==> run_1/layer_met1.png <==
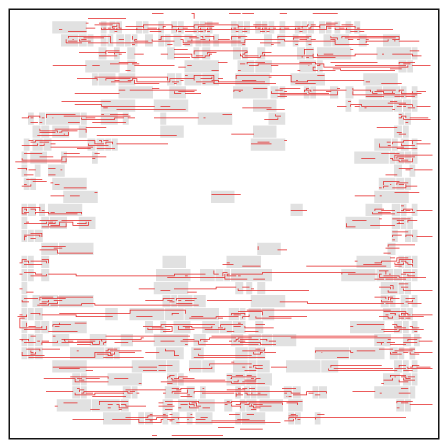
==> run_1/layer_met2.png <==
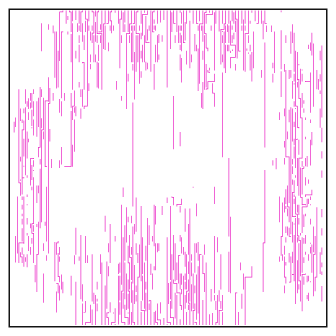
==> run_1/layer_met3.png <==
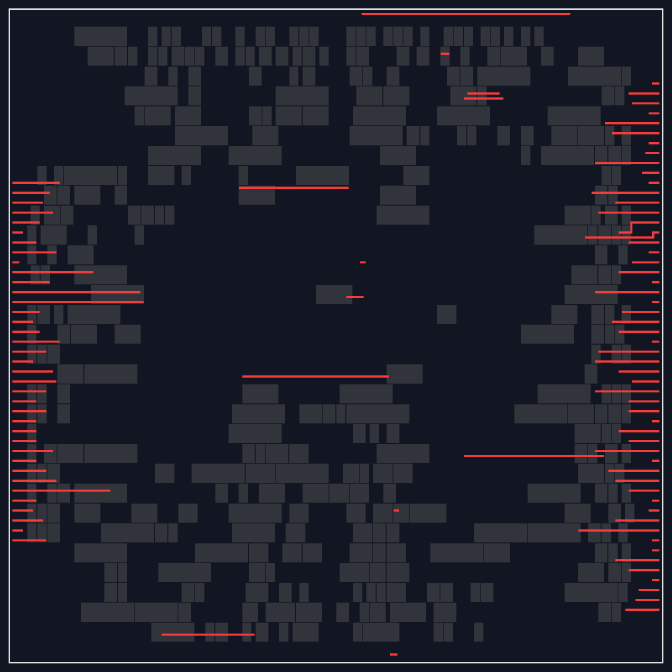
==> run_1/congestion.png <==
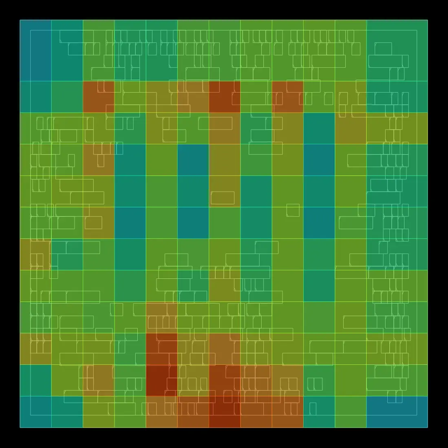
**config.mk**
```make
export PLATFORM = sky130hd
export DESIGN_NAME = regfile_wb_arbiter
export DESIGN_NICKNAME = d
export VERILOG_FILES = /design/src/rtl/regfile_wb_arbiter.sv
export SDC_FILE = /design/constraint.sdc
export NUM_CORES = 1
export LEC_CHECK = 0
export CAP_MARGIN = 5
export CORE_MARGIN = 2
export CORE_UTILIZATION = 35
export DETAILED_ROUTE_END_ITERATION = 10
export DONT_BUFFER_PORTS = 1
export MAX_ROUTING_LAYER = met4
export SYNTH_ARGS = -nofsm -noshare
export SYNTH_HDL_FRONTEND = slang
export SYNTH_SLANG_ARGS = --single-unit
```
**constraint.sdc**
```tcl
create_clock -name clk -period 2.2 [get_ports clk]
set_input_delay 0.44 -clock clk [delete_from_list [all_inputs] [get_ports clk]]
set_output_delay 0.44 -clock clk [all_outputs]
set_load 0.005 [all_outputs]
```
**src/rtl/regfile_wb_arbiter.sv**
```systemverilog
// -----------------------------------------------------------------------------
// regfile_wb_arbiter
//   Shares the single register-file write port among NUM_REQ writeback
//   requesters (ALU, load unit, multiplier, CSR, ...). A round-robin scan picks
//   one valid requester per cycle and hands it a valid/ready grant. The granted
//   write is registered, so writeEn/dest/writeVal can drive the register file
//   write port directly.
//
// Parameters
//   N                  data width of one register
//   REG_FILE_ADDR_LEN  register address width
//   NUM_REQ            number of requesters (2..8)
//
// Ports
//   clk        in   clock, all state on posedge
//   rst        in   synchronous active-high reset
//   stall      in   1 = accept nothing this cycle
//   req_valid  in   [NUM_REQ]                      requester i has a write pending
//   req_dest   in   [NUM_REQ*REG_FILE_ADDR_LEN]    destination of requester i (slice i)
//   req_data   in   [NUM_REQ*N]                    write data of requester i (slice i)
//   req_ready  out  [NUM_REQ]                      one-hot grant, combinational
//   writeEn    out  register-file write enable
//   dest       out  register-file write address
//   writeVal   out  register-file write data
//   grant_id   out  index of the requester behind the current write
//   grant_cnt  out  [NUM_REQ*16] saturating per-requester grant counters
//                   (present only when WB_ARB_STATS_EN is defined)
//
// Build option
//   WB_ARB_STATS_EN : adds grant_cnt and its counters; arbitration and timing
//                     are identical with or without it.
// -----------------------------------------------------------------------------
module regfile_wb_arbiter #(
  parameter int N                 = 32,
  parameter int REG_FILE_ADDR_LEN = 5,
  parameter int NUM_REQ           = 4,
  localparam int IDX_W            = $clog2(NUM_REQ)
) (
  input  logic                                 clk,
  input  logic                                 rst,
  input  logic                                 stall,
  input  logic [NUM_REQ-1:0]                   req_valid,
  input  logic [NUM_REQ*REG_FILE_ADDR_LEN-1:0] req_dest,
  input  logic [NUM_REQ*N-1:0]                 req_data,
  output logic [NUM_REQ-1:0]                   req_ready,
  output logic                                 writeEn,
  output logic [REG_FILE_ADDR_LEN-1:0]         dest,
  output logic [N-1:0]                         writeVal,
  output logic [IDX_W-1:0]                     grant_id
`ifdef WB_ARB_STATS_EN
  ,
  output logic [NUM_REQ*16-1:0]                grant_cnt
`endif
);

  // Index of the requester 'off' positions after 'base', wrapping modulo
  // NUM_REQ. Works for non-power-of-two NUM_REQ because base+off < 2*NUM_REQ.
  function automatic logic [IDX_W-1:0] rr_index(input logic [IDX_W-1:0] base,
                                                input int               off);
    logic [IDX_W:0] sum;
    sum = {1'b0, base} + (IDX_W+1)'(off);
    if (sum >= (IDX_W+1)'(NUM_REQ)) begin
      sum = sum - (IDX_W+1)'(NUM_REQ);
    end else begin
      sum = sum;
    end
    return sum[IDX_W-1:0];
  endfunction

  // Registered state
  logic [IDX_W-1:0]             ptr_q,  ptr_d;
  logic                         we_q,   we_d;
  logic [REG_FILE_ADDR_LEN-1:0] dest_q, dest_d;
  logic [N-1:0]                 val_q,  val_d;
  logic [IDX_W-1:0]             gid_q,  gid_d;

  // Arbitration results
  logic                         win_found_s;
  logic [IDX_W-1:0]             win_idx_s;
  logic [NUM_REQ-1:0]           ready_s;
  logic                         accept_s;
  logic [REG_FILE_ADDR_LEN-1:0] win_dest_s;
  logic [N-1:0]                 win_data_s;

  // Round-robin scan: first valid requester at or after ptr_q wins.
  always_comb begin
    win_found_s = 1'b0;
    win_idx_s   = {IDX_W{1'b0}};
    for (int off = 0; off < NUM_REQ; off++) begin
      if (!win_found_s && req_valid[rr_index(ptr_q, off)]) begin
        win_found_s = 1'b1;
        win_idx_s   = rr_index(ptr_q, off);
      end else begin
        win_found_s = win_found_s;
      end
    end
  end

  // Grant is suppressed during reset and stall; it never looks at req_data.
  always_comb begin
    ready_s = {NUM_REQ{1'b0}};
    if (rst || stall || !win_found_s) begin
      ready_s = {NUM_REQ{1'b0}};
    end else begin
      ready_s[win_idx_s] = 1'b1;
    end
  end

  assign req_ready  = ready_s;
  assign accept_s   = |ready_s;
  assign win_dest_s = req_dest[win_idx_s*REG_FILE_ADDR_LEN +: REG_FILE_ADDR_LEN];
  assign win_data_s = req_data[win_idx_s*N +: N];

  // Next state of the write-port register and the round-robin pointer.
  // A transfer to dest 0 is still a transfer (pointer moves, fields update)
  // but raises no write enable since register 0 is hard-wired zero.
  always_comb begin
    ptr_d  = ptr_q;
    we_d   = 1'b0;
    dest_d = dest_q;
    val_d  = val_q;
    gid_d  = gid_q;
    if (accept_s) begin
      ptr_d  = rr_index(win_idx_s, 1);
      we_d   = (win_dest_s != {REG_FILE_ADDR_LEN{1'b0}});
      dest_d = win_dest_s;
      val_d  = win_data_s;
      gid_d  = win_idx_s;
    end else begin
      we_d   = 1'b0;
    end
  end

  // Write-port register and pointer, synchronous reset.
  always_ff @(posedge clk) begin
    if (rst) begin
      ptr_q  <= {IDX_W{1'b0}};
      we_q   <= 1'b0;
      dest_q <= {REG_FILE_ADDR_LEN{1'b0}};
      val_q  <= {N{1'b0}};
      gid_q  <= {IDX_W{1'b0}};
    end else begin
      ptr_q  <= ptr_d;
      we_q   <= we_d;
      dest_q <= dest_d;
      val_q  <= val_d;
      gid_q  <= gid_d;
    end
  end

  // A reset arriving while a write is registered must keep that write from
  // committing at the next edge, so the enable is masked by rst.
  assign writeEn  = we_q & ~rst;
  assign dest     = dest_q;
  assign writeVal = val_q;
  assign grant_id = gid_q;

`ifdef WB_ARB_STATS_EN
  logic [15:0] cnt_q [NUM_REQ];
  logic [15:0] cnt_d [NUM_REQ];

  // Saturating per-requester grant counters; dest 0 transfers count too.
  always_comb begin
    for (int i = 0; i < NUM_REQ; i++) begin
      if (ready_s[i] && (cnt_q[i] != 16'hFFFF)) begin
        cnt_d[i] = cnt_q[i] + 16'd1;
      end else begin
        cnt_d[i] = cnt_q[i];
      end
    end
  end

  // Counter registers, cleared on reset.
  always_ff @(posedge clk) begin
    if (rst) begin
      for (int i = 0; i < NUM_REQ; i++) begin
        cnt_q[i] <= 16'h0000;
      end
    end else begin
      for (int i = 0; i < NUM_REQ; i++) begin
        cnt_q[i] <= cnt_d[i];
      end
    end
  end

  // Pack counters onto the flat output bus.
  always_comb begin
    grant_cnt = {(NUM_REQ*16){1'b0}};
    for (int i = 0; i < NUM_REQ; i++) begin
      grant_cnt[i*16 +: 16] = cnt_q[i];
    end
  end
`endif

  regfile_wb_arbiter_checker #(
    .NUM_REQ (NUM_REQ)
  ) u_checker (
    .clk       (clk),
    .rst       (rst),
    .stall     (stall),
    .req_valid (req_valid),
    .req_ready (req_ready)
  );

endmodule

// -----------------------------------------------------------------------------
// regfile_wb_arbiter_checker
//   Protocol properties of the grant vector: at most one grant, only to a
//   valid requester, and none while stalled.
//   Ports: clk, rst, stall, req_valid, req_ready (all inputs).
// -----------------------------------------------------------------------------
module regfile_wb_arbiter_checker #(
  parameter int NUM_REQ = 4
) (
  input logic               clk,
  input logic               rst,
  input logic               stall,
  input logic [NUM_REQ-1:0] req_valid,
  input logic [NUM_REQ-1:0] req_ready
);

  a_onehot_grant : assert property (@(posedge clk) disable iff (rst)
    $onehot0(req_ready));

  a_grant_valid : assert property (@(posedge clk) disable iff (rst)
    ((req_ready & ~req_valid) == {NUM_REQ{1'b0}}));

  a_stall_blocks : assert property (@(posedge clk) disable iff (rst)
    stall |-> (req_ready == {NUM_REQ{1'b0}}));

endmodule

```
==> reports/summary.json, run 1 <==
{
  "yosys-top-cells-count": "sky130_fd_sc_hd__nand2_1 (142), sky130_fd_sc_hd__nand3_1 (68), sky130_fd_sc_hd__dfxtp_1 (42)",
  "grt_antenna_before_repair": 0,
  "slew-limit-headroom_pct": 33.92,
  "finish.cell_count_without_fillers": 456,
  "endpoint_kind": "output port",
  "timing.critical_path.from_type": "flip-flop",
  "grt_pass1_vias": 2076,
  "cts_inserted_buffers": 5,
  "crit_fanout": 23,
  "fin_worst_skew_ps": 8.250,
  "clock_tree_from_tritoncts": "yes",
  "cts.sink_count": 42,
  "synth_area_per_cell_um2": 6.900,
  "yosys_most_used_dff": "sky130_fd_sc_hd__dfxtp_1",
  "final_min_period_over_clock_period_pct": 96.38,
  "layout_setup_ws_ps": 79.62,
  "ys_sh_mux_pct": 1.229,
  "synth-area-yosys_um2": 2546,
  "clock_latency_ps": 280,
  "via_count": 2617,
  "leakagePower_nw": 1.142,
  "cts_hold_repair.buffers": 0,
  "detail_route.iter0.violations": 90,
  "cts.clk_slew.worst_paths_ps": 80,
  "grt_overflow": 0,
  "drt_pre_antenna_iters": 4,
  "timing_worst_slew_pin_value_ps": 988.9,
  "largest_area_cell": "sky130_fd_sc_hd__dfxtp_1",
  "yosysCellCount": 369,
  "ctsHtreeMaxLevel": 2,
  "floorplan.rows": 31,
  "final.fill_count": 777,
  "post-route-min-period_ps": 2120,
  "synthesis.instances": 369,
  "worst_case_vdd_ir_drop_mv": 0.2558,
  "grt_max_degree": 49,
  "final.setup.tns_ps": 0,
  "worst_ep_required_time_ps": 1760,
  "post_route_cells_drive_above_1_share_pct": 10.36,
  "clock_tree.buffer_depth": 2,
  "top_level_ports": 199,
  "core-area_um2": 7137,
  "worst_hold_path_type": "input port to flip-flop",
  "synthAoiAreaFrac_pct": 19.16,
  "routed_wl_um": 7436,
  "floorplan.core_util_pct": 35.68,
  "post_synth_main_logic_family": "simple AND/OR/NAND/NOR gates",
  "die_extent_in_y_um": 89.29,
  "synth-adder-area-share_pct": 0,
  "n_antenna_cell": 0,
  "synth_xor_xnor_area_share_pct": 0.3440,
  "drc_errors": 0,
  "fmaxAchievable_ghz": 0.4716,
  "rsz0062_at_grt": "no",
  "place.port_buffers": 0,
  "finalPower_w": 0.002156,
  "final_area_um2": 2799,
  "run_status": "finished clean",
  "dp_worst_setup_slack_ps": 71.37,
  "place_congestion": 0.8968,
  "count_of_flip_flops_with_a_built_in_enable_after_synthesis": 0,
  "cts_root_buffer": "sky130_fd_sc_hd__clkbuf_8",
  "reg2reg_slack_ps": 160,
  "final_hold_viol_count": 0,
  "post-synth-top-count-cell": "sky130_fd_sc_hd__nand2_1",
  "synth.yosys.warnings": 0,
  "syn_to_final_growth_pct": 9.926,
  "place_hpwl_um": 5550,
  "maxCapViolations": 0
}
Back to the opening pictures, layer_met1.png:
nets with wire on the layer = 418
share of all routed wire = 41%
longest straight run = 46.9 um
main direction = horizontal

Back to the opening pictures, layer_met2.png:
nets with wire on the layer = 430
share of all routed wire = 51%

Back to the opening pictures, layer_met3.png:
main direction = horizontal
longest straight run = 28.3 um

Back to the opening pictures, congestion.png:
fraction of met2 tracks used by global routing: 30.03%
total routing usage reported by global routing: 16.92%
met1 Usage GRT: 19.39%
Post-Route Utilization: 39.22%
global-route met3 utilization: 3.878%

[run 1: final timing paths]
kind,cells past startpoint,to,start
min reg2reg,2,dest[3],dest[3]
min,3,writeVal[1],req_data[65]
max,5,req_ready[1],ptr_q[0]
max reg2reg,8,writeVal[20],ptr_q[0]
[run 1: sequential cells by signal, indices dropped and copies added, names as in the netlist]
register,cells
writeVal,32
dest,5
grant_id,2
ptr_q,2
we_q,1
[run 1: what timing repair did]
action                                  4_1_cts  5_1_grt
setup buffers                                 1        0
resized                                       1        3
endpoints found under the setup margin        4        2
gates cloned                                  0        0
[run 1: power by group]
part / switching, W / total [W] / leakage, nW / internal [W]
Sequential: 0.0000748 / 0.000927 / 0.347 / 0.000852
Combinational: 0.000427 / 0.000725 / 0.746 / 0.000298
Clock: 0.000251 / 0.000504 / 0.0482 / 0.000253
Total: 0.000753 / 0.00216 / 1.14 / 0.00140
[run 1: final cells by class]
| class | instances | area (um^2) | share of cell area (%) |
|---|---|---|---|
| multi-input combinational | 288 | 1574 | 56.24 |
| sequential | 42 | 844.6 | 30.17 |
| timing repair buffer | 15 | 150.1 | 5.364 |
| tap | 99 | 123.9 | 4.426 |
| clock buffer | 7 | 86.33 | 3.084 |
| inverter | 4 | 15.01 | 0.5364 |
| clock inverter | 1 | 5.005 | 0.1788 |
[run 1: cell usage in the layout, fill, tap and decap left out, drive strengths merged, types with 2 or more instances in the layout]
cell	n
nor3	4
dfxtp	42
nand2	142
buf	15
and2	2
nor2	3
nand3	68
a32o	34
a22o	2
mux2i	2
nor2b	6
o21ai	7
o211ai	4
clkbuf	7
inv	4
a21oi	5
[run 1: critical path, stage by stage, from the launching register on]
cell	delay [ps]
sky130_fd_sc_hd__dfxtp_4	370
sky130_fd_sc_hd__nor2b_4	40
sky130_fd_sc_hd__or4b_4	530
sky130_fd_sc_hd__and2_4	170
sky130_fd_sc_hd__buf_12	160
sky130_fd_sc_hd__nor3_4	120
[run 1: metrics by stage]
step           hold WS [ps]  utilization [%]
2_1_floorplan         443.4                -
3_3_place_gp          464.6            37.68
3_5_place_dp          469.0            37.68
4_1_cts               412.4            39.08
5_1_grt               413.8            39.22
6_report              424.5            39.22
[run 1: routing by layer]
layer  up-vias  track usage (%)  part of all wire (%)
met1      1234            19.39                    41
met5         -                -                     0
met3         6            3.878                   7.1
li1       1264                -                     -
met4         0            3.664                  0.86
met2       113            30.03                    51
[run 1: kinds of logic (layout without fill, tap and decap cells)]
| group | count (synthesis) | count (layout) |
|---|---|---|
| and+or+nand+nor | 228 | 228 |
| AOI/OAI and AO/OA | 56 | 56 |
| DFF | 42 | 42 |
| buffers and inverters | 39 | 27 |
| muxes | 3 | 3 |
| xor gates and xnor gates | 1 | 1 |
==> run_1/flops_by_reg.png <==
Bar = 20 um.
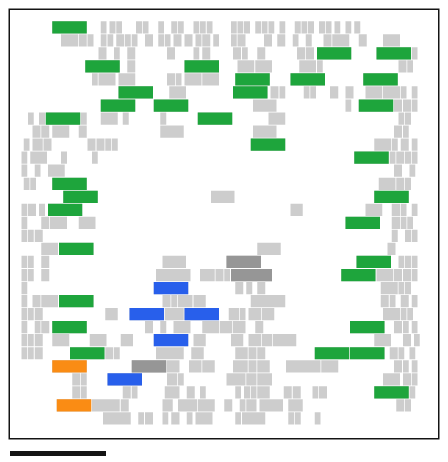

==> run 2: changes to the inputs <==
CAP_MARGIN = 20   (was 5)
CTS_BUF_LIST = sky130_fd_sc_hd__clkbuf_16   (was default)
clock period = 2.5 ns   (was 2.2 ns; I/O delays follow)
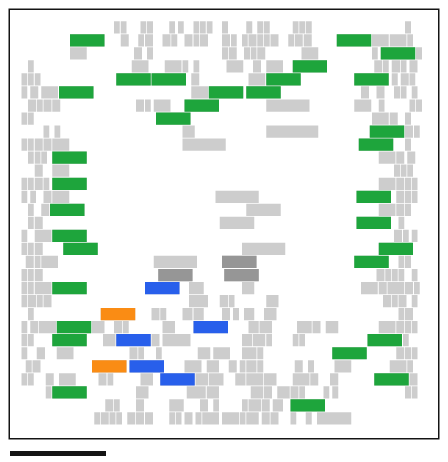
(run_2/flops_by_reg.png)
Bar = 20 um.
writeVal -> green  # placed flops 32, where widely spread
grant_id -> orange  # placed flops 2
dest -> blue  # placed flops 5
not coloured = 3

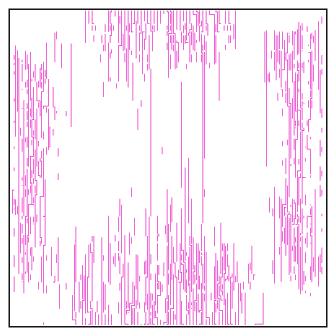
(run_2/layer_met2.png)
share of all routed wire = 52%
nets with wire on the layer = 427
wire length on this layer = 3810 um
longest straight run = 60.9 um
main direction = vertical

==> run 2 against run 1 <==
Non-clock buffer count shrank 1. Highest routed layer unchanged. Sequential power shrank 12%. Worst setup slack gained 180 ps.
==> reports/summary.json, run 2 <==
{
  "cts.sink_count": {"value": 42, "change": "unchanged"},
  "cp_slowest_cell": "sky130_fd_sc_hd__or4b_1",
  "floorplan.rows": {"value": 31, "change": "unchanged"},
  "fin_worst_skew": {"value": 2.709, "unit": "ps", "change": "-5.540 ps"},
  "gr-max-usage-layer": "met2",
  "critPathTopFamily": "simple AND/OR/NAND/NOR gates",
  "crit_fanout": {"value": 13, "change": "-43%"},
  "timing.critical_path.from_type": "flip-flop",
  "final_hold_viol_count": {"value": 0, "change": "unchanged"},
  "layout_setup_ws": {"value": 262.0, "unit": "ps", "change": "+182.4 ps"},
  "post_synth_instance_area_um2": 2546,
  "endpoint_kind": "output port",
  "largest_register_ff_count": {"value": 32, "change": "unchanged"},
  "grt_overflow": {"value": 0, "change": "unchanged"},
  "run_status": "finished clean",
  "synth_area_per_cell": {"value": 6.900, "unit": "um^2", "change": "unchanged"},
  "cts_inserted_buffers": {"value": 5, "change": "unchanged"},
  "timing_worst_slew_pin_value": {"value": 527.4, "unit": "ps", "change": "-461.5 ps"},
  "cts_hold_repair.buffers": {"value": 0, "change": "unchanged"},
  "synth_largest_type_area_fraction_pct": 33.02,
  "cts_repair_resize_count": {"value": 0, "change": "-1"},
  "worst_case_vdd_ir_drop": {"value": 0.2915, "unit": "mV", "change": "+14%"},
  "drt_pre_antenna_iters": {"value": 4, "change": "unchanged"},
  "post_cts.repair.setup_buffers": {"value": 0, "change": "-1"},
  "final-setup-viol-count": 0,
  "detail-route-antenna-nets": 0,
  "maxCapViolations": {"value": 0, "change": "unchanged"},
  "final.setup.tns": {"value": 0, "unit": "ps", "change": "unchanged"},
  "leakagePower": {"value": 1.133, "unit": "nW", "change": "-0.71%"},
  "track_usage": {"value": 17.37, "unit": "%", "change": "+0.46 points"},
  "layout_top_cells": "sky130_fd_sc_hd__nand2_1 (141), sky130_fd_sc_hd__nand3_1 (68), sky130_fd_sc_hd__dfxtp_1 (42)",
  "synthTopCellsByArea": "sky130_fd_sc_hd__dfxtp_1 (33%), sky130_fd_sc_hd__nand2_1 (21%), sky130_fd_sc_hd__a32o_1 (13%)",
  "post-route-min-period_ps": 2238,
  "path_class": "flip-flop to output port",
  "synth_cell_types": 28,
  "cts_root_buffer": "sky130_fd_sc_hd__clkbuf_16",
  "syn_to_final_growth_pct": 10.47,
  "synthesis.instances": {"value": 369, "change": "unchanged"},
  "power.density_nw_per_um2": 764.7,
  "worst_hold_path_type": "flip-flop to flip-flop",
  "net_count_entering_floorplan": 524,
  "synth-area-yosys": {"value": 2546, "unit": "um^2", "change": "unchanged"},
  "grt_max_degree": {"value": 44, "change": "-10%"},
  "final_area": {"value": 2813, "unit": "um^2", "change": "+0.49%"},
  "routed_via_density": 5.769,
  "floorplan.core_util": {"value": 35.68, "unit": "%", "change": "unchanged"},
  "die_extent_in_y": {"value": 89.29, "unit": "um", "change": "unchanged"},
  "drc_errors": {"value": 0, "change": "unchanged"},
  "top_level_ports": {"value": 199, "change": "unchanged"},
  "clock_tree_from_tritoncts": "yes",
  "critical-path-max-stage-delay": {"value": 540, "unit": "ps", "change": "about the same"},
  "dp_worst_setup_slack": {"value": 136.7, "unit": "ps", "change": "+65.34 ps"},
  "rsz0062_at_grt": "no",
  "finalNetCount": 510,
  "fmaxAchievable_ghz": 0.4468,
  "post-synth-top-count-cell": "sky130_fd_sc_hd__nand2_1",
  "worst_ep_required_time": {"value": 2000, "unit": "ps", "change": "+240 ps"},
  "count_of_flip_flops_with_a_built_in_enable_after_synthesis": {"value": 0, "change": "unchanged"},
  "cts.clk_slew.worst_paths": {"value": 60, "unit": "ps", "change": "-20 ps"},
  "crit_chain": "nor2b_1, or4b_1, and2_2, nor3_1",
  "die_area_um2": 7973,
  "yosys-top-cells-count": "sky130_fd_sc_hd__nand2_1 (142), sky130_fd_sc_hd__nand3_1 (68), sky130_fd_sc_hd__dfxtp_1 (42)",
  "stage_log_warnings": 26,
  "largest_area_cell": "sky130_fd_sc_hd__dfxtp_1",
  "die_w_um": 89.29,
  "slew_viol_final": 0,
  "synth-async-reset-ratio_pct": 0,
  "clock_latency": {"value": 280, "unit": "ps", "change": "about the same"},
  "routed_wl": {"value": 7318, "unit": "um", "change": "-1.6%"},
  "yosysCellCount": {"value": 369, "change": "unchanged"},
  "crit_arrival_ps": 1740,
  "mostFrequentLayoutCell": "sky130_fd_sc_hd__nand2_1",
  "detail_route.iter0.violations": {"value": 76, "change": "-16%"},
  "yosys_most_used_dff": "sky130_fd_sc_hd__dfxtp_1",
  "place.port_buffers": {"value": 0, "change": "unchanged"},
  "synth.yosys.warnings": {"value": 0, "change": "unchanged"},
  "synth-seq-cells": 42,
  "place_congestion": {"value": 0.7922, "change": "-12%"},
  "grt_pass1_vias": {"value": 2171, "change": "+4.6%"},
  "worst-path-buf-inv": {"value": 0, "change": "-1"},
  "grt_antenna_before_repair": {"value": 0, "change": "unchanged"},
  "final.fill_count": {"value": 752, "change": "-3.2%"},
  "ctsHtreeMaxLevel": {"value": 2, "change": "unchanged"},
  "wire_length_of_the_first_global_routing_pass_um": 10450,
  "place_hpwl": {"value": 5608, "unit": "um", "change": "+1.0%"},
  "fraction_of_met2_tracks_used_by_global_routing": {"value": 32.05, "unit": "%", "change": "+2.0 points"},
  "via_count": {"value": 2625, "change": "+0.31%"},
  "slew-limit-headroom": {"value": 64.76, "unit": "%", "change": "+31 points"},
  "core-area": {"value": 7137, "unit": "um^2", "change": "unchanged"},
  "final_min_period_over_clock_period_pct": 89.52,
  "post_route_cells_drive_above_1_share": {"value": 7.865, "unit": "%", "change": "-2.5 points"},
  "ys_seq_share_pct": 33.02,
  "wire_per_inst_um": 16.08,
  "placed_cell_area_um2": 2643,
  "n_antenna_cell": {"value": 0, "change": "unchanged"},
  "clock_tree.buffer_depth": {"value": 2, "change": "unchanged"}
}
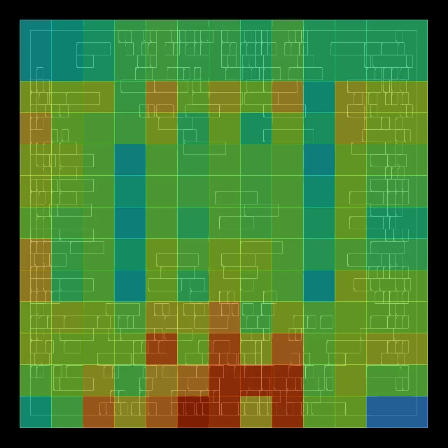
(run_2/congestion.png)
global-route met3 utilization: 3.601%
met1 Usage GRT: 18.56%

==> run 2: cell count changes in the layout (fill, tap and decap cells not counted), moves of 2 or more <==
| cell | delta |
|---|---|
| sky130_fd_sc_hd__nor2b_4 | -2 |
| sky130_fd_sc_hd__nor3_4 | -2 |
| sky130_fd_sc_hd__clkbuf_16 | +5 |
| sky130_fd_sc_hd__clkinvlp_4 | +2 |
| sky130_fd_sc_hd__nor3_1 | +2 |
| sky130_fd_sc_hd__clkbuf_8 | -6 |
| sky130_fd_sc_hd__nor2b_1 | +2 |
==> run 2: final timing paths <==
path	slack (ps)	start	to	cells past startpoint
worst min register to register	490	dest[3]	dest[3]	2
worst max register to register	350	ptr_q[0]	writeVal[23]	7
worst max-delay path	260	ptr_q[0]	req_ready[1]	4
worst min-delay path	490	dest[3]	dest[3]	2
==> run 2: worst register-to-register path: cells and delay by family, from the launching register on <==
family                 cells  cell delay (ps)
flip-flops                 1              350
AND-OR/OR-AND              1              270
buffers and inverters      1              290
AND/OR/NAND/NOR            5             1130
==> run 2: area by class of cell <==
type | instances | area (um^2) | share of cell area [%]
clock inverters | 3 | 45.04 | 1.601
well taps | 99 | 123.9 | 4.404
flip-flops and latches | 42 | 840.8 | 29.89
clock buffers | 5 | 125.1 | 4.448
multi-input cells | 288 | 1520 | 54.05
repair buffers | 14 | 142.6 | 5.071
inverters | 4 | 15.01 | 0.5338
==> run 2: logic make-up after synthesis <==
kind of cell    share of synthesized area (%)
xor+xnor                               0.3440
mux                                     1.229
buf+inv                                 7.813
simple gates                            38.43
flops                                   33.02
compound gates                          19.17
==> run 2: per-stage QoR <==
step                      hold slack (ps)  total power (W)  instances  utilization (%)
final                               485.6         0.002151        455            39.41
after CTS                           488.9         0.002181        455            39.41
after detailed placement            477.1         0.001435        447            37.03
after global placement              476.9         0.001418        447            37.03
after global routing                494.3         0.002289        455            39.41
after floorplan                     443.4         0.001309        369                -
==> run 2: layer usage <==
metal	up-vias	wire, um
met2	149	3806
met4	0	57
met5	-	0
met1	1212	2849
li1	1260	-
met3	4	605
==> run 2: power by group <==
group / total (W) / switching (W) / internal, W / leakage [nW]
clock: 0.000733 / 0.000263 / 0.000471 / 0.0760
combinational: 0.000604 / 0.000364 / 0.000239 / 0.711
sequential: 0.000814 / 0.0000637 / 0.000751 / 0.346
==> run_2/layer_met1.png <==
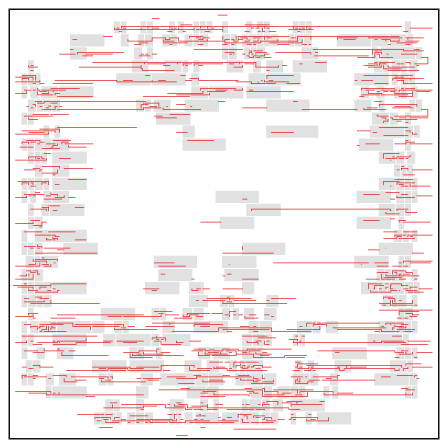

==> run 3: changes to the inputs <==
CAP_MARGIN = 10   (was 20)
CORE_MARGIN = default   (was 2)
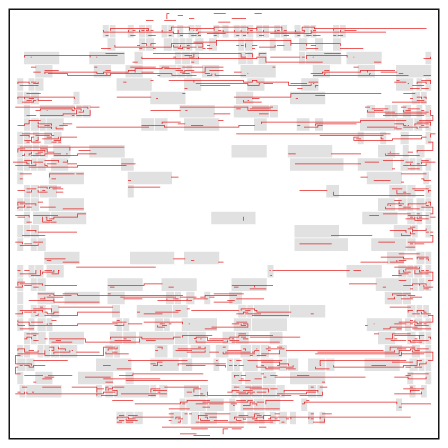
(run_3/layer_met1.png)
main direction = horizontal
nets with wire on the layer = 411
share of all routed wire = 39%
wire length on this layer = 2870 um
longest straight run = 31.3 um

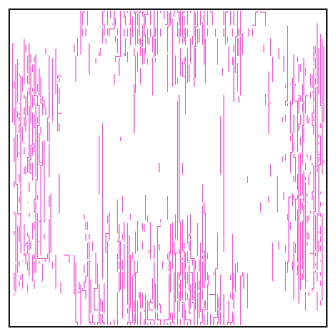
(run_3/layer_met2.png)
longest straight run = 43.2 um
nets with wire on the layer = 429

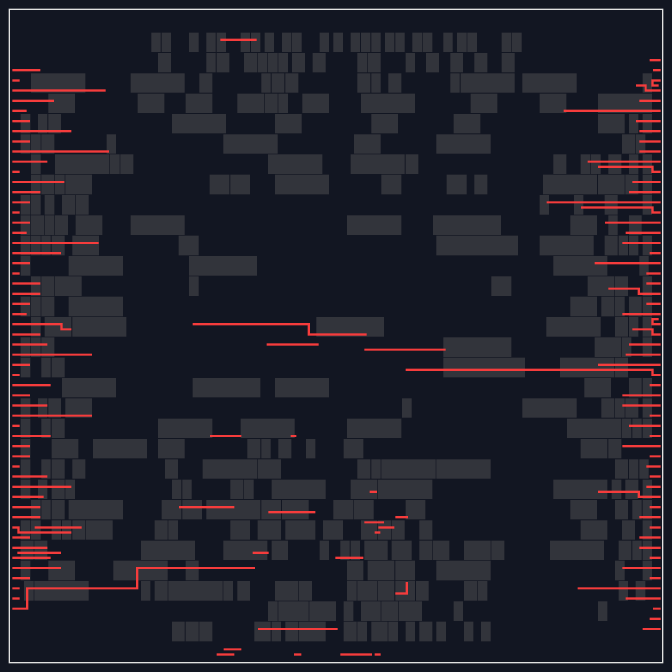
(run_3/layer_met3.png)
main direction = horizontal
share of all routed wire = 8.4%
wire length on this layer = 617 um

==> run 3 against run 2 <==
Flip-flop count did not move. Cell count fell by 0.44%. Via count fell by 0.69%. Sequential share of layout area fell by 0.24 points. Worst hold slack got worse by 8.2 ps. Final area rose by 0.80%. Clock skew rose by 1.2 ps. Synthesized area did not move. Critical path depth did not move. Critical path type unchanged. Global-route usage rose by 1.3 points. Combinational power rose by 1%. Fmax fell by 1.8%.
==> reports/summary.json, run 3 <==
{
  "synthesis.instances": {"value": 369, "change": "unchanged"},
  "cp_slowest_cell": "sky130_fd_sc_hd__or4b_1",
  "detail-route-antenna-nets": {"value": 0, "change": "unchanged"},
  "reg2reg_slack": {"value": 420, "unit": "ps", "change": "+70 ps"},
  "synth_cell_types": {"value": 28, "change": "unchanged"},
  "wire_per_inst": {"value": 16.21, "unit": "um", "change": "+0.78%"},
  "syn_to_final_growth_pct": 11.35,
  "post_route_cells_drive_above_1_share": {"value": 7.843, "unit": "%", "change": "-0.022 points"},
  "synth.yosys.warnings": {"value": 0, "change": "unchanged"},
  "fraction_of_met2_tracks_used_by_global_routing": {"value": 34.52, "unit": "%", "change": "+2.5 points"},
  "crit_chain": "nor2b_1, or4b_1, and2_2, nor3_1",
  "largest_area_cell": "sky130_fd_sc_hd__dfxtp_1",
  "yosys_most_used_dff": "sky130_fd_sc_hd__dfxtp_1",
  "crit_fanout": {"value": 13, "change": "unchanged"},
  "detail_route.iter0.violations": {"value": 88, "change": "+16%"},
  "grt_pass1_vias": {"value": 2245, "change": "+3.4%"},
  "n_antenna_cell": {"value": 0, "change": "unchanged"},
  "via_count": {"value": 2607, "change": "-0.69%"},
  "yosysCellCount": {"value": 369, "change": "unchanged"},
  "slew-limit-headroom": {"value": 63.41, "unit": "%", "change": "-1.3 points"},
  "post_synth_main_logic_family": "simple AND/OR/NAND/NOR gates",
  "maxCapViolations": {"value": 0, "change": "unchanged"},
  "routed_wl": {"value": 7343, "unit": "um", "change": "+0.34%"},
  "floorplan.core_util": {"value": 36.87, "unit": "%", "change": "+1.2 points"},
  "wire_length_of_the_first_global_routing_pass": {"value": 10600, "unit": "um", "change": "+1.5%"},
  "grt_overflow": {"value": 0, "change": "unchanged"},
  "path_class": "flip-flop to output port",
  "cts.clk_slew.worst_paths": {"value": 60, "unit": "ps", "change": "about the same"},
  "synth_largest_type_area_fraction": {"value": 33.02, "unit": "%", "change": "unchanged"},
  "mostFrequentLayoutCell": "sky130_fd_sc_hd__nand2_1",
  "track_usage": {"value": 18.63, "unit": "%", "change": "+1.3 points"},
  "die_extent_in_y": {"value": 87.29, "unit": "um", "change": "-2.2%"},
  "post_synth_instance_area": {"value": 2546, "unit": "um^2", "change": "unchanged"},
  "die_w": {"value": 87.29, "unit": "um", "change": "-2.2%"},
  "leakagePower": {"value": 1.155, "unit": "nW", "change": "+1.9%"},
  "fin_worst_skew": {"value": 3.929, "unit": "ps", "change": "+1.219 ps"},
  "cts_inserted_buffers": {"value": 5, "change": "unchanged"},
  "grt_antenna_before_repair": {"value": 0, "change": "unchanged"},
  "slew_viol_final": {"value": 0, "change": "unchanged"},
  "grt_use_met3": {"value": 4.645, "unit": "%", "change": "+1.0 points"},
  "synthTopCellsByArea": "sky130_fd_sc_hd__dfxtp_1 (33%), sky130_fd_sc_hd__nand2_1 (21%), sky130_fd_sc_hd__a32o_1 (13%)",
  "place_congestion": {"value": 0.8653, "change": "+9.2%"},
  "fmaxAchievable": {"value": 0.4389, "unit": "GHz", "change": "-1.8%"},
  "drc_errors": {"value": 0, "change": "unchanged"},
  "stage_log_warnings": {"value": 26, "change": "unchanged"},
  "endpoint_kind": "output port",
  "net_count_entering_floorplan": {"value": 524, "change": "unchanged"},
  "clock_tree.buffer_depth": {"value": 2, "change": "unchanged"},
  "post-synth-top-count-cell": "sky130_fd_sc_hd__nand2_1",
  "r2r.worst_path.cells": {"value": 8, "change": "+1"},
  "worst_case_vdd_ir_drop": {"value": 0.2555, "unit": "mV", "change": "-12%"},
  "core-area": {"value": 6907, "unit": "um^2", "change": "-3.2%"},
  "synth-seq-cells": {"value": 42, "change": "unchanged"},
  "final_min_period_over_clock_period": {"value": 91.13, "unit": "%", "change": "+1.6 points"},
  "largest_register_ff_count": {"value": 32, "change": "unchanged"},
  "place_hpwl": {"value": 5554, "unit": "um", "change": "-0.95%"},
  "synth-simple-area-share": {"value": 38.43, "unit": "%", "change": "unchanged"},
  "synthAoiAreaFrac": {"value": 19.16, "unit": "%", "change": "unchanged"},
  "crit_arrival": {"value": 1780, "unit": "ps", "change": "+40 ps"},
  "met1_usage_grt": {"value": 18.86, "unit": "%", "change": "+0.30 points"},
  "synth-async-reset-ratio": {"value": 0, "unit": "%", "change": "unchanged"},
  "timing.critical_path.from_type": "flip-flop",
  "cts_root_buffer": "sky130_fd_sc_hd__clkbuf_16",
  "clock_latency": {"value": 280, "unit": "ps", "change": "about the same"},
  "cts_hold_repair.buffers": {"value": 0, "change": "unchanged"},
  "top_level_ports": {"value": 199, "change": "unchanged"},
  "hold_path_end": "dest[3]",
  "post-route-min-period": {"value": 2278, "unit": "ps", "change": "+40.19 ps"},
  "power.density": {"value": 793.1, "unit": "nW/um^2", "change": "+3.7%"},
  "worst_hold_path_type": "flip-flop to flip-flop",
  "r2r-start": "ptr_q[0]",
  "place.port_buffers": {"value": 0, "change": "unchanged"},
  "synth_area_per_cell": {"value": 6.900, "unit": "um^2", "change": "unchanged"},
  "rsz0062_at_grt": "no",
  "critical-path-max-stage-delay": {"value": 530, "unit": "ps", "change": "about the same"},
  "final-setup-viol-count": {"value": 0, "change": "unchanged"},
  "final.setup.tns": {"value": 0, "unit": "ps", "change": "unchanged"},
  "grt_max_degree": {"value": 44, "change": "unchanged"},
  "cts.sink_count": {"value": 42, "change": "unchanged"},
  "finalNetCount": {"value": 511, "change": "+0.20%"},
  "clock_tree_from_tritoncts": "yes",
  "synth-area-yosys": {"value": 2546, "unit": "um^2", "change": "unchanged"},
  "synth_xor_xnor_area_share": {"value": 0.3440, "unit": "%", "change": "unchanged"},
  "holdCritStartpoint": "dest[3]",
  "post_cts.repair.setup_buffers": {"value": 0, "change": "unchanged"},
  "ys_seq_share": {"value": 33.02, "unit": "%", "change": "unchanged"},
  "whs_path_depth": {"value": 2, "change": "unchanged"},
  "die_area": {"value": 7620, "unit": "um^2", "change": "-4.4%"},
  "cts_repair_resize_count": {"value": 0, "change": "unchanged"},
  "ys_sh_mux": {"value": 1.229, "unit": "%", "change": "unchanged"},
  "floorplan.rows": {"value": 30, "change": "-3.2%"},
  "gr-max-usage-layer": "met2",
  "final_hold_viol_count": {"value": 0, "change": "unchanged"},
  "ctsHtreeMaxLevel": {"value": 2, "change": "unchanged"},
  "count_of_flip_flops_with_a_built_in_enable_after_synthesis": {"value": 0, "change": "unchanged"},
  "yosys-top-cells-count": "sky130_fd_sc_hd__nand2_1 (142), sky130_fd_sc_hd__nand3_1 (68), sky130_fd_sc_hd__dfxtp_1 (42)",
  "routed_via_density": {"value": 5.755, "change": "-0.25%"},
  "crit-reg2reg-capture": "we_q",
  "worst_ep_required_time": {"value": 2000, "unit": "ps", "change": "about the same"},
  "drt_pre_antenna_iters": {"value": 4, "change": "unchanged"},
  "final_util": {"value": 41.05, "unit": "%", "change": "+1.6 points"},
  "timing_worst_slew_pin_value": {"value": 547.5, "unit": "ps", "change": "+20.15 ps"},
  "synth-adder-area-share": {"value": 0, "unit": "%", "change": "unchanged"},
  "final.fill_count": {"value": 708, "change": "-5.9%"},
  "run_status": "finished clean",
  "layout_top_cells": "sky130_fd_sc_hd__nand2_1 (141), sky130_fd_sc_hd__nand3_1 (68), sky130_fd_sc_hd__dfxtp_1 (42)"
}
[run 3: cell types whose count changed in the layout (fill, tap and decap cells not counted)]
cell / delta
sky130_fd_sc_hd__clkinv_1: +1
sky130_fd_sc_hd__buf_4: +1
sky130_fd_sc_hd__bufinv_16: +1
sky130_fd_sc_hd__clkinvlp_4: -2
[run 3: layer usage]
layer	wire [um]	vias to the layer above	part of all wire [%]
met3	617	16	8.4
met2	3703	145	50
met4	155	0	2.1
li1	-	1257	-
met1	2867	1189	39
met5	0	-	0
[run 3: logic make-up after synthesis]
logic type,count (synthesis)
xor+xnor,1
simple gates,228
mux,3
compound gates,56
flops,42
buf+inv,39
[run 3: worst max path at each step]
stage / from / endpoint / depth (start not counted)
2_1_floorplan: req_valid[2] / req_ready[1] / 8
3_3_place_gp: req_valid[2] / we_q / 8
3_5_place_dp: req_valid[2] / writeVal[4] / 7
4_1_cts: ptr_q[0] / req_ready[1] / 4
5_1_grt: ptr_q[0] / req_ready[3] / 4
6_report: ptr_q[0] / req_ready[1] / 4
[run 3: power breakdown]
part | internal (W) | switching (W) | total (W)
combinational | 0.000247 | 0.000365 | 0.000612
sequential | 0.000751 | 0.0000639 | 0.000815
clock | 0.000569 | 0.000254 | 0.000823
[run 3: area by class of cell]
| class | instances | area (um^2) | share of cell area, % |
|---|---|---|---|
| clock buffers | 5 | 125.1 | 4.413 |
| clock inverters | 3 | 63.81 | 2.251 |
| flip-flops and latches | 42 | 840.8 | 29.66 |
| well taps | 96 | 120.1 | 4.237 |
| repair buffers | 15 | 150.1 | 5.296 |
| inverters | 4 | 15.01 | 0.5296 |
| multi-input cells | 288 | 1520 | 53.62 |
[run 3: critical path, delay by kind of cell, from the launching register on]
family	cells	cell delay [ps]
flip-flops	1	370
AND/OR/NAND/NOR	4	1120
[run 3: through the flow]
stage          hold slack [ps]  total power [W]  setup slack, ps  cells  cell area (um^2)
6_report                 477.4         0.002249            221.8    453              2835
2_1_floorplan            443.4         0.001309            49.48    369              2546
3_3_place_gp             469.0         0.001431            270.2    445              2646
5_1_grt                  490.8         0.002397            134.0    453              2835
3_5_place_dp             469.5         0.001448            233.7    445              2646
4_1_cts                  481.7         0.002283            215.7    453              2835
Power and IR drop assume default switching activity.
